==> config.mk <==
export PLATFORM = sky130hd
export DESIGN_NAME = seq_alu_flat
export DESIGN_NICKNAME = d
export VERILOG_FILES = /design/src/rtl/alu_pkg.sv /design/src/rtl/seq_alu_if.sv /design/src/rtl/seq_alu_iter.sv /design/src/rtl/seq_alu.sv /design/src/flat_wrapper.sv
export SDC_FILE = /design/constraint.sdc
export NUM_CORES = 1
export LEC_CHECK = 0
export ABC_AREA = 0
export CORE_AREA = 2 2 165 167
export DETAILED_ROUTE_END_ITERATION = 10
export DIE_AREA = 0 0 167 169
export PLACE_DENSITY_LB_ADDON = 0.2
export SLEW_MARGIN = 25
export SYNTH_ARGS = -nofsm -noshare
export SYNTH_HDL_FRONTEND = slang
export SYNTH_SLANG_ARGS = --single-unit
==> constraint.sdc <==
create_clock -name clk -period 4.4 [get_ports clk]
set_clock_uncertainty 0.1 [all_clocks]
set_input_delay 0.88 -clock clk [delete_from_list [all_inputs] [get_ports clk]]
set_output_delay 0.88 -clock clk [all_outputs]
set_load 0.01 [all_outputs]
==> src/rtl/alu_pkg.sv <==
// Shared definitions for the sequential ALU.
//   - opcode map (OP_ADD .. OP_OR); unlisted opcodes execute as add
//   - FSM state enum (IDLE / EXEC / DONE)
//   - status flag bundle
//   - signed-overflow helpers for add/sub
// Optional feature macro used by the design files: SEQ_ALU_DIV_EN.
package alu_pkg;

    localparam logic [3:0] OP_ADD = 4'b0000;
    localparam logic [3:0] OP_SUB = 4'b0001;
    localparam logic [3:0] OP_MUL = 4'b0010;
    localparam logic [3:0] OP_DIV = 4'b0011;
    localparam logic [3:0] OP_AND = 4'b0100;
    localparam logic [3:0] OP_OR  = 4'b0101;

    typedef enum logic [1:0] {
        IDLE = 2'd0,
        EXEC = 2'd1,
        DONE = 2'd2
    } state_e;

    typedef struct packed {
        logic zero;
        logic carry;
        logic ovf;
        logic div0;
    } flags_t;

    // Operands of equal sign producing a result of the other sign.
    function automatic logic add_ovf(input logic sa, input logic sb, input logic sr);
        return (sa == sb) && (sr != sa);
    endfunction

    // Operands of differing sign where the result sign departs from the minuend.
    function automatic logic sub_ovf(input logic sa, input logic sb, input logic sr);
        return (sa != sb) && (sr != sa);
    endfunction

endpackage

==> src/rtl/seq_alu_if.sv <==
// Handshake bus between the decode/register-read stage, the sequential ALU and writeback.
//   request : in_valid, in_ready, op[3:0], a, b
//   response: out_valid, out_ready, result, flag_zero, flag_carry, flag_ovf, flag_div0
// master : upstream/downstream side (drives request, accepts response)
// slave  : the ALU
interface seq_alu_if #(
    parameter int unsigned WIDTH = 32
);
    logic             in_valid;
    logic             in_ready;
    logic [3:0]       op;
    logic [WIDTH-1:0] a;
    logic [WIDTH-1:0] b;
    logic             out_valid;
    logic             out_ready;
    logic [WIDTH-1:0] result;
    logic             flag_zero;
    logic             flag_carry;
    logic             flag_ovf;
    logic             flag_div0;

    modport master (
        output in_valid, op, a, b, out_ready,
        input  in_ready, out_valid, result, flag_zero, flag_carry, flag_ovf, flag_div0
    );

    modport slave (
        input  in_valid, op, a, b, out_ready,
        output in_ready, out_valid, result, flag_zero, flag_carry, flag_ovf, flag_div0
    );

endinterface

==> src/rtl/seq_alu_iter.sv <==
// Iterative datapath shared by multiply and divide.
//   clk, rst_n : clock, synchronous active-low reset
//   start_i    : load operands and begin WIDTH iterations
//   is_div_i   : (SEQ_ALU_DIV_EN only) select restoring divide instead of shift-add multiply
//   a_i, b_i   : operands, sampled on start_i
//   done_o     : the current cycle performs the last iteration
//   acc_o      : accumulator value after the current iteration
// Multiply: acc = {partial high, multiplier}; each step adds a when the LSB is set, then shifts
// right, leaving the 2*WIDTH product. Divide: acc = {remainder, dividend}; each step shifts left
// and shifts in one quotient bit, leaving the quotient in the low half.
// SEQ_ALU_DIV_EN: when undefined, the divide path is not built.
module seq_alu_iter #(
    parameter int unsigned WIDTH = 32,
    parameter int unsigned CNT_W = $clog2(WIDTH + 1)
) (
    input  logic               clk,
    input  logic               rst_n,
    input  logic               start_i,
`ifdef SEQ_ALU_DIV_EN
    input  logic               is_div_i,
`endif
    input  logic [WIDTH-1:0]   a_i,
    input  logic [WIDTH-1:0]   b_i,
    output logic               done_o,
    output logic [2*WIDTH-1:0] acc_o
);

    localparam logic [CNT_W-1:0] LastCnt = CNT_W'(WIDTH - 1);

    logic               busy_q;
    logic [CNT_W-1:0]   cnt_q;
    logic [2*WIDTH-1:0] acc_q;
    logic [2*WIDTH-1:0] acc_nxt;
    // Multiplicand for mul, divisor for div.
    logic [WIDTH-1:0]   opnd_q;

    logic [WIDTH:0]     hi_sum;
    logic [2*WIDTH-1:0] mul_nxt;

    always_comb begin
        hi_sum  = {1'b0, acc_q[2*WIDTH-1:WIDTH]} + (acc_q[0] ? {1'b0, opnd_q} : '0);
        mul_nxt = {hi_sum, acc_q[WIDTH-1:1]};
    end

`ifdef SEQ_ALU_DIV_EN
    logic               div_q;
    logic [WIDTH:0]     rem_sh;
    logic [WIDTH:0]     rem_sub;
    logic               q_bit;
    logic [2*WIDTH-1:0] div_nxt;

    always_comb begin
        // Remainder shifted left with the next dividend bit appended.
        rem_sh  = acc_q[2*WIDTH-1:WIDTH-1];
        rem_sub = rem_sh - {1'b0, opnd_q};
        // rem_sh < 2*divisor, so a non-negative difference always fits in WIDTH bits and the
        // top bit of the difference is a clean borrow indicator.
        q_bit   = ~rem_sub[WIDTH];
        div_nxt = {(q_bit ? rem_sub[WIDTH-1:0] : rem_sh[WIDTH-1:0]), acc_q[WIDTH-2:0], q_bit};
        acc_nxt = div_q ? div_nxt : mul_nxt;
    end
`else
    always_comb begin
        acc_nxt = mul_nxt;
    end
`endif

    assign done_o = busy_q && (cnt_q == LastCnt);
    assign acc_o  = acc_nxt;

    always_ff @(posedge clk) begin
        if (!rst_n) begin
            busy_q <= 1'b0;
            cnt_q  <= '0;
            acc_q  <= '0;
            opnd_q <= '0;
`ifdef SEQ_ALU_DIV_EN
            div_q  <= 1'b0;
`endif
        end else if (start_i) begin
            busy_q <= 1'b1;
            cnt_q  <= '0;
`ifdef SEQ_ALU_DIV_EN
            div_q  <= is_div_i;
            opnd_q <= is_div_i ? b_i : a_i;
            acc_q  <= {{WIDTH{1'b0}}, (is_div_i ? a_i : b_i)};
`else
            opnd_q <= a_i;
            acc_q  <= {{WIDTH{1'b0}}, b_i};
`endif
        end else if (busy_q) begin
            acc_q <= acc_nxt;
            if (done_o) begin
                busy_q <= 1'b0;
                cnt_q  <= '0;
            end else begin
                cnt_q <= cnt_q + 1'b1;
            end
        end
    end

endmodule

==> src/rtl/seq_alu.sv <==
// Sequential, handshaked ALU between register-read and writeback.
//   clk, rst_n : clock, synchronous active-low reset
//   bus        : seq_alu_if.slave (request in_valid/in_ready/op/a/b,
//                response out_valid/out_ready/result/flag_*)
// add/sub/and/or (and unlisted opcodes, as add) complete on the accept edge; mul and div run
// WIDTH iterations in seq_alu_iter. Result and flags are registered on entry to DONE and held
// until out_ready. in_ready and out_valid are pure state decodes.
// SEQ_ALU_DIV_EN: when undefined, op 0011 returns result 0 with flag_div0 set in one cycle.
module seq_alu import alu_pkg::*; #(
    parameter int unsigned WIDTH = 32,
    parameter int unsigned CNT_W = $clog2(WIDTH + 1)
) (
    input logic       clk,
    input logic       rst_n,
    seq_alu_if.slave  bus
);

    state_e             state_q, state_d;
    logic [WIDTH-1:0]   result_q, result_d;
    flags_t             flags_q, flags_d;

    logic               accept;
    logic               iter_start;
    logic               iter_done;
    logic [2*WIDTH-1:0] iter_acc;
    logic [WIDTH:0]     sum;
    logic [WIDTH:0]     diff;

`ifdef SEQ_ALU_DIV_EN
    logic               div_q, div_d;
    logic               is_div;
    assign is_div = (bus.op == OP_DIV);
`endif

    assign accept = bus.in_valid && (state_q == IDLE);

    assign sum  = {1'b0, bus.a} + {1'b0, bus.b};
    assign diff = {1'b0, bus.a} - {1'b0, bus.b};

    seq_alu_iter #(
        .WIDTH (WIDTH),
        .CNT_W (CNT_W)
    ) u_iter (
        .clk      (clk),
        .rst_n    (rst_n),
        .start_i  (iter_start),
`ifdef SEQ_ALU_DIV_EN
        .is_div_i (is_div),
`endif
        .a_i      (bus.a),
        .b_i      (bus.b),
        .done_o   (iter_done),
        .acc_o    (iter_acc)
    );

    always_comb begin
        state_d    = state_q;
        result_d   = result_q;
        flags_d    = flags_q;
        iter_start = 1'b0;
`ifdef SEQ_ALU_DIV_EN
        div_d      = div_q;
`endif

        unique case (state_q)
            IDLE: begin
                if (accept) begin
                    flags_d = '0;
                    case (bus.op)
                        OP_MUL: begin
                            iter_start = 1'b1;
                            state_d    = EXEC;
`ifdef SEQ_ALU_DIV_EN
                            div_d      = 1'b0;
`endif
                        end
                        OP_DIV: begin
`ifdef SEQ_ALU_DIV_EN
                            if (bus.b == '0) begin
                                result_d     = '1;
                                flags_d.div0 = 1'b1;
                                state_d      = DONE;
                            end else begin
                                iter_start = 1'b1;
                                div_d      = 1'b1;
                                state_d    = EXEC;
                            end
`else
                            // No divider built: report it through div0 with a zero result.
                            result_d     = '0;
                            flags_d.div0 = 1'b1;
                            state_d      = DONE;
`endif
                        end
                        OP_SUB: begin
                            result_d      = diff[WIDTH-1:0];
                            flags_d.carry = diff[WIDTH];
                            flags_d.ovf   = sub_ovf(bus.a[WIDTH-1], bus.b[WIDTH-1],
                                                    diff[WIDTH-1]);
                            state_d       = DONE;
                        end
                        OP_AND: begin
                            result_d = bus.a & bus.b;
                            state_d  = DONE;
                        end
                        OP_OR: begin
                            result_d = bus.a | bus.b;
                            state_d  = DONE;
                        end
                        default: begin
                            result_d      = sum[WIDTH-1:0];
                            flags_d.carry = sum[WIDTH];
                            flags_d.ovf   = add_ovf(bus.a[WIDTH-1], bus.b[WIDTH-1],
                                                    sum[WIDTH-1]);
                            state_d       = DONE;
                        end
                    endcase
                end
            end
            EXEC: begin
                if (iter_done) begin
                    result_d = iter_acc[WIDTH-1:0];
                    flags_d  = '0;
`ifdef SEQ_ALU_DIV_EN
                    if (!div_q) begin
                        flags_d.ovf = |iter_acc[2*WIDTH-1:WIDTH];
                    end
`else
                    flags_d.ovf = |iter_acc[2*WIDTH-1:WIDTH];
`endif
                    state_d = DONE;
                end
            end
            DONE: begin
                if (bus.out_ready) begin
                    state_d = IDLE;
                end
            end
            default: begin
                state_d = IDLE;
            end
        endcase

        // Zero flag always tracks the registered result, so it is derived once here.
        flags_d.zero = (result_d == '0);
    end

    always_ff @(posedge clk) begin
        if (!rst_n) begin
            state_q  <= IDLE;
            result_q <= '0;
            flags_q  <= '0;
`ifdef SEQ_ALU_DIV_EN
            div_q    <= 1'b0;
`endif
        end else begin
            state_q  <= state_d;
            result_q <= result_d;
            flags_q  <= flags_d;
`ifdef SEQ_ALU_DIV_EN
            div_q    <= div_d;
`endif
        end
    end

    assign bus.in_ready   = (state_q == IDLE);
    assign bus.out_valid  = (state_q == DONE);
    assign bus.result     = result_q;
    assign bus.flag_zero  = flags_q.zero;
    assign bus.flag_carry = flags_q.carry;
    assign bus.flag_ovf   = flags_q.ovf;
    assign bus.flag_div0  = flags_q.div0;

endmodule
==> src/flat_wrapper.sv <==
// flat-port wrapper written by rule: the top's interface ports become plain ports
module seq_alu_flat import alu_pkg::*;
#(
    parameter int unsigned WIDTH = 32,
    parameter int unsigned CNT_W = $clog2(WIDTH + 1)
)
  (clk, rst_n, bus_in_valid, bus_op, bus_a, bus_b, bus_out_ready, bus_in_ready, bus_out_valid, bus_result, bus_flag_zero, bus_flag_carry, bus_flag_ovf, bus_flag_div0);
  seq_alu_if #(.WIDTH(WIDTH)) bus_i ();
  input logic clk;
  input logic rst_n;
  input wire logic [$bits(bus_i.in_valid)-1:0] bus_in_valid;
  input wire logic [$bits(bus_i.op)-1:0] bus_op;
  input wire logic [$bits(bus_i.a)-1:0] bus_a;
  input wire logic [$bits(bus_i.b)-1:0] bus_b;
  input wire logic [$bits(bus_i.out_ready)-1:0] bus_out_ready;
  output wire logic [$bits(bus_i.in_ready)-1:0] bus_in_ready;
  output wire logic [$bits(bus_i.out_valid)-1:0] bus_out_valid;
  output wire logic [$bits(bus_i.result)-1:0] bus_result;
  output wire logic [$bits(bus_i.flag_zero)-1:0] bus_flag_zero;
  output wire logic [$bits(bus_i.flag_carry)-1:0] bus_flag_carry;
  output wire logic [$bits(bus_i.flag_ovf)-1:0] bus_flag_ovf;
  output wire logic [$bits(bus_i.flag_div0)-1:0] bus_flag_div0;
  assign bus_i.in_valid = bus_in_valid;
  assign bus_i.op = bus_op;
  assign bus_i.a = bus_a;
  assign bus_i.b = bus_b;
  assign bus_i.out_ready = bus_out_ready;
  assign bus_in_ready = bus_i.in_ready;
  assign bus_out_valid = bus_i.out_valid;
  assign bus_result = bus_i.result;
  assign bus_flag_zero = bus_i.flag_zero;
  assign bus_flag_carry = bus_i.flag_carry;
  assign bus_flag_ovf = bus_i.flag_ovf;
  assign bus_flag_div0 = bus_i.flag_div0;
  seq_alu #(.WIDTH(WIDTH), .CNT_W(CNT_W)) u_core (.clk(clk), .rst_n(rst_n), .bus(bus_i));
endmodule
Figure 1. Placement by cell class.
Scale: 2 px per micron. Fill, decap, tap and diode cells in gray.
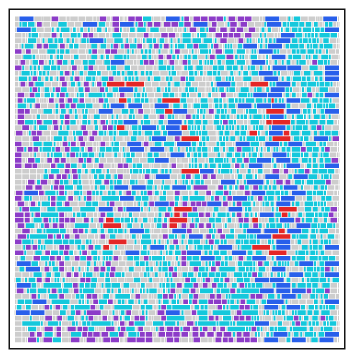
cyan -> combinational and other logic  # cells 1520, share of their area 59%
purple -> remaining buffers and delay cells  # cells 452, share of their area 21%
red -> clock drivers and dummy loads  # cells 32, share of their area 3.2%
blue -> sequential cells  # cells 141, share of their area 16%
fraction of area in registers: 15.8%
Core Box Area: 26500 sq um
Final Core Density: 67.6%
Cell Rows: 60
Design Area, Final: 17900 sq um

Figure 2. The metal 3 layer.
Scale: 3 px per micron.
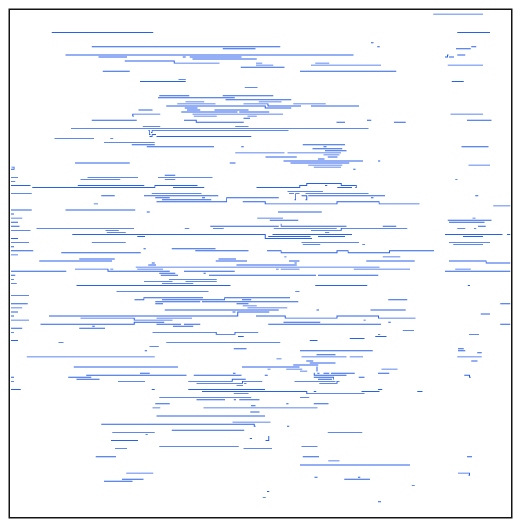
share of all routed wire = 8.3%
nets with wire on the layer = 260

## power groups by stage
stage,clock network (mW),registers (mW),logic (mW)
2_1_floorplan,0,1.39,0.702
3_3_place_gp,0,1.40,1.41
3_5_place_dp,0,1.40,1.41
4_1_cts,1.47,1.37,1.46
5_1_grt,1.53,1.37,1.68
6_report,1.47,1.37,1.57
## timing repair
item                       in CTS  in global routing
buffers inserted               12                 13
hold endpoints to repair        0                  0
gates resized                  54                116
pin swaps                      20                 48
setup endpoints to repair       4                  5
## through the flow
| step | setup TNS, ps | instances |
|---|---|---|
| after floorplan | 0 | 1767 |
| after global placement | -5110 | 2430 |
| after detailed placement | -3600 | 2430 |
| after CTS | -88.2 | 2474 |
| after global routing | -9.09 | 2486 |
| final | 0 | 2486 |
## layer usage
layer | share of wire [%] | track usage (%) | vias up
li1 | - | - | 7040
met1 | 44 | 49.4 | 7095
met2 | 45 | 58.1 | 651
met3 | 8.2 | 6.20 | 109
met4 | 2.9 | 10.3 | 0
met5 | 0 | 0 | -
## worst register-to-register path, delay by kind of cell (launching register included)
| family | cells | cell delay, ps |
|---|---|---|
| buffers and inverters | 1 | 190 |
| adder cells (fa/ha/maj) | 1 | 410 |
| AND/OR/NAND/NOR | 10 | 2670 |
| AND-OR/OR-AND | 2 | 370 |
| flip-flops | 1 | 400 |
## kinds of logic (layout without fill, tap and decap cells)
kind of cell	after synthesis	count (layout)	synth area share, %
and+or+nand+nor	603	603	22.0
AOI/OAI and AO/OA	539	539	27.4
buffers and inverters	220	598	6.45
DFF	141	141	21.7
adders and majority gates	132	132	12.9
muxes	69	69	5.33
xor gates and xnor gates	63	63	4.24
==> results.cfg <==
; yosys + openroad results
[clocking]
cts_tree = done
clkTransAtPathRegs_ps = 70
root_buffer = clkbuf_16
clk_latency_ps = 440
clockBufferDepth = 2
numClockSinks = 141
numCtsBuffers = 17

[critical_path]
path_depth = 14
crit_end = u_core.bus.flag_zero$_SDFF_PN0_
cp_slowest_cell = or4b_4
crit_fanout = 3
reg2reg_to = u_core.bus.flag_ovf$_SDFFE_PN0P_
reg2reg_setup_slack_ps = 140
path_common_cell = buf_4
cp-end-kind = flip-flop
cp_slowest_stage_delay_ps = 490
cp.buffers_inverters = 4
worstPathArrival_ps = 4540
crit_type = primary input to flip-flop
crit_chain = clkdlybuf4s50_1 > buf_4 > ha_2 > buf_4 > a31o_2 > a211oi_2 > buf_4 > xnor2_1 > a2bb2oi_2 > a222oi_1 > nor4bb_4 > or4b_4 > or4_4 > nor4b_2
rr_worst_depth = 14
crit_start = bus_b[4]
start_kind = primary input

[die]
die_x_microns = 167
nWellTaps = 341
core_util_floorplan_pct = 49.1
ioPinCount = 110
dieArea_sq_um = 28200
die_h_microns = 169

[synth]
synth.most_common_cell = nor2_1
top_cells_by_count = nor2_1 (190), a21oi_1 (180), nand2_1 (167), dfxtp_1 (141), ha_1 (129)
yosys_cells = 1767
async_reset_ff_share_pct = 0
netlist_area_sq_um = 13000
fp_nets = 1971
synth_cell_types = 83
flop_cell = dfxtp_1
yosys-top-cells-area = dfxtp_1 (22%), ha_1 (12%), a21oi_1 (6.9%)
ys_area_sq_um = 13000
yosys_warnings = 0

[final_layout]
design.seq.count = 141
clock_area_share_pct = 3.17
logic_gate_count = 1406
largestClassByArea = logic gates
drive_gt1_share_pct = 23.6
diodes = 0
n_all_inverters = 114
area_growth_pct = 37.7
buffer_area_share_pct = 20.8
lay_top_count = buf_4
buffers = 452
logic_area_sq_um = 9930
largest_reg_flops = 64
seq_area_sq_um = 2830
fin_nets = 2336
n_fill_cell = 2301
top_register = u_core.u_iter.acc_q
nClkBuffers = 18
comb_share_pct = 55.5

[sta]
worstMarginPinSlew_ps = 893
worst_slack_ps = 110
setup_viol = 0
rsz0062_at_grt = yes
holdWs_ps = 352
hold_viol = 0
fmaxAchievable_mhz = 233
fin_crit_ps = 4290
slew_viol_final = 0
finalClockPeriodUsage_pct = 97.5

[power]
switching_share_pct = 35.8
peakVddDrop_v = 0.000256
switchingPower_mw = 1.58
leakage_nw = 7.79
clkPwrFrac_pct = 33.3
total_power_mw = 4.41
power_frac_comb_pct = 35.6
power_density_nw_per_um2 = 246
seq_power_share_pct = 31.1
p_int_mw = 2.83

[global_route]
gr-total-overflow = 0
grt_max_degree = 68
antenna_found_initial = 0
grt_use_total_pct = 36.0

[outcome]
status = completed

[routing]
drc = 0
first_pass_iters = 6
routed_wl_microns = 52400
avgViaCountPerCell = 5.99
dr_total_vias = 14895
ant_nets = 0
first_iter_violations = 1400
wl_per_cell_microns = 21.1

[place]
gp_routability_congestion = 0.991
dpl_cell_area_sq_um = 16600
pre_cts_ws_ps = -885

[worst_hold_path]
min_from = u_core.u_iter.opnd_q[16]$_SDFFE_PN0P_
hold-path-endpoint = u_core.u_iter.opnd_q[16]$_SDFFE_PN0P_
whs_path_depth = 2
hp-class = flip-flop to flip-flop

[run]
maxCapViolations = 0
No activity file was given, so power comes from the tool's default toggle rates.
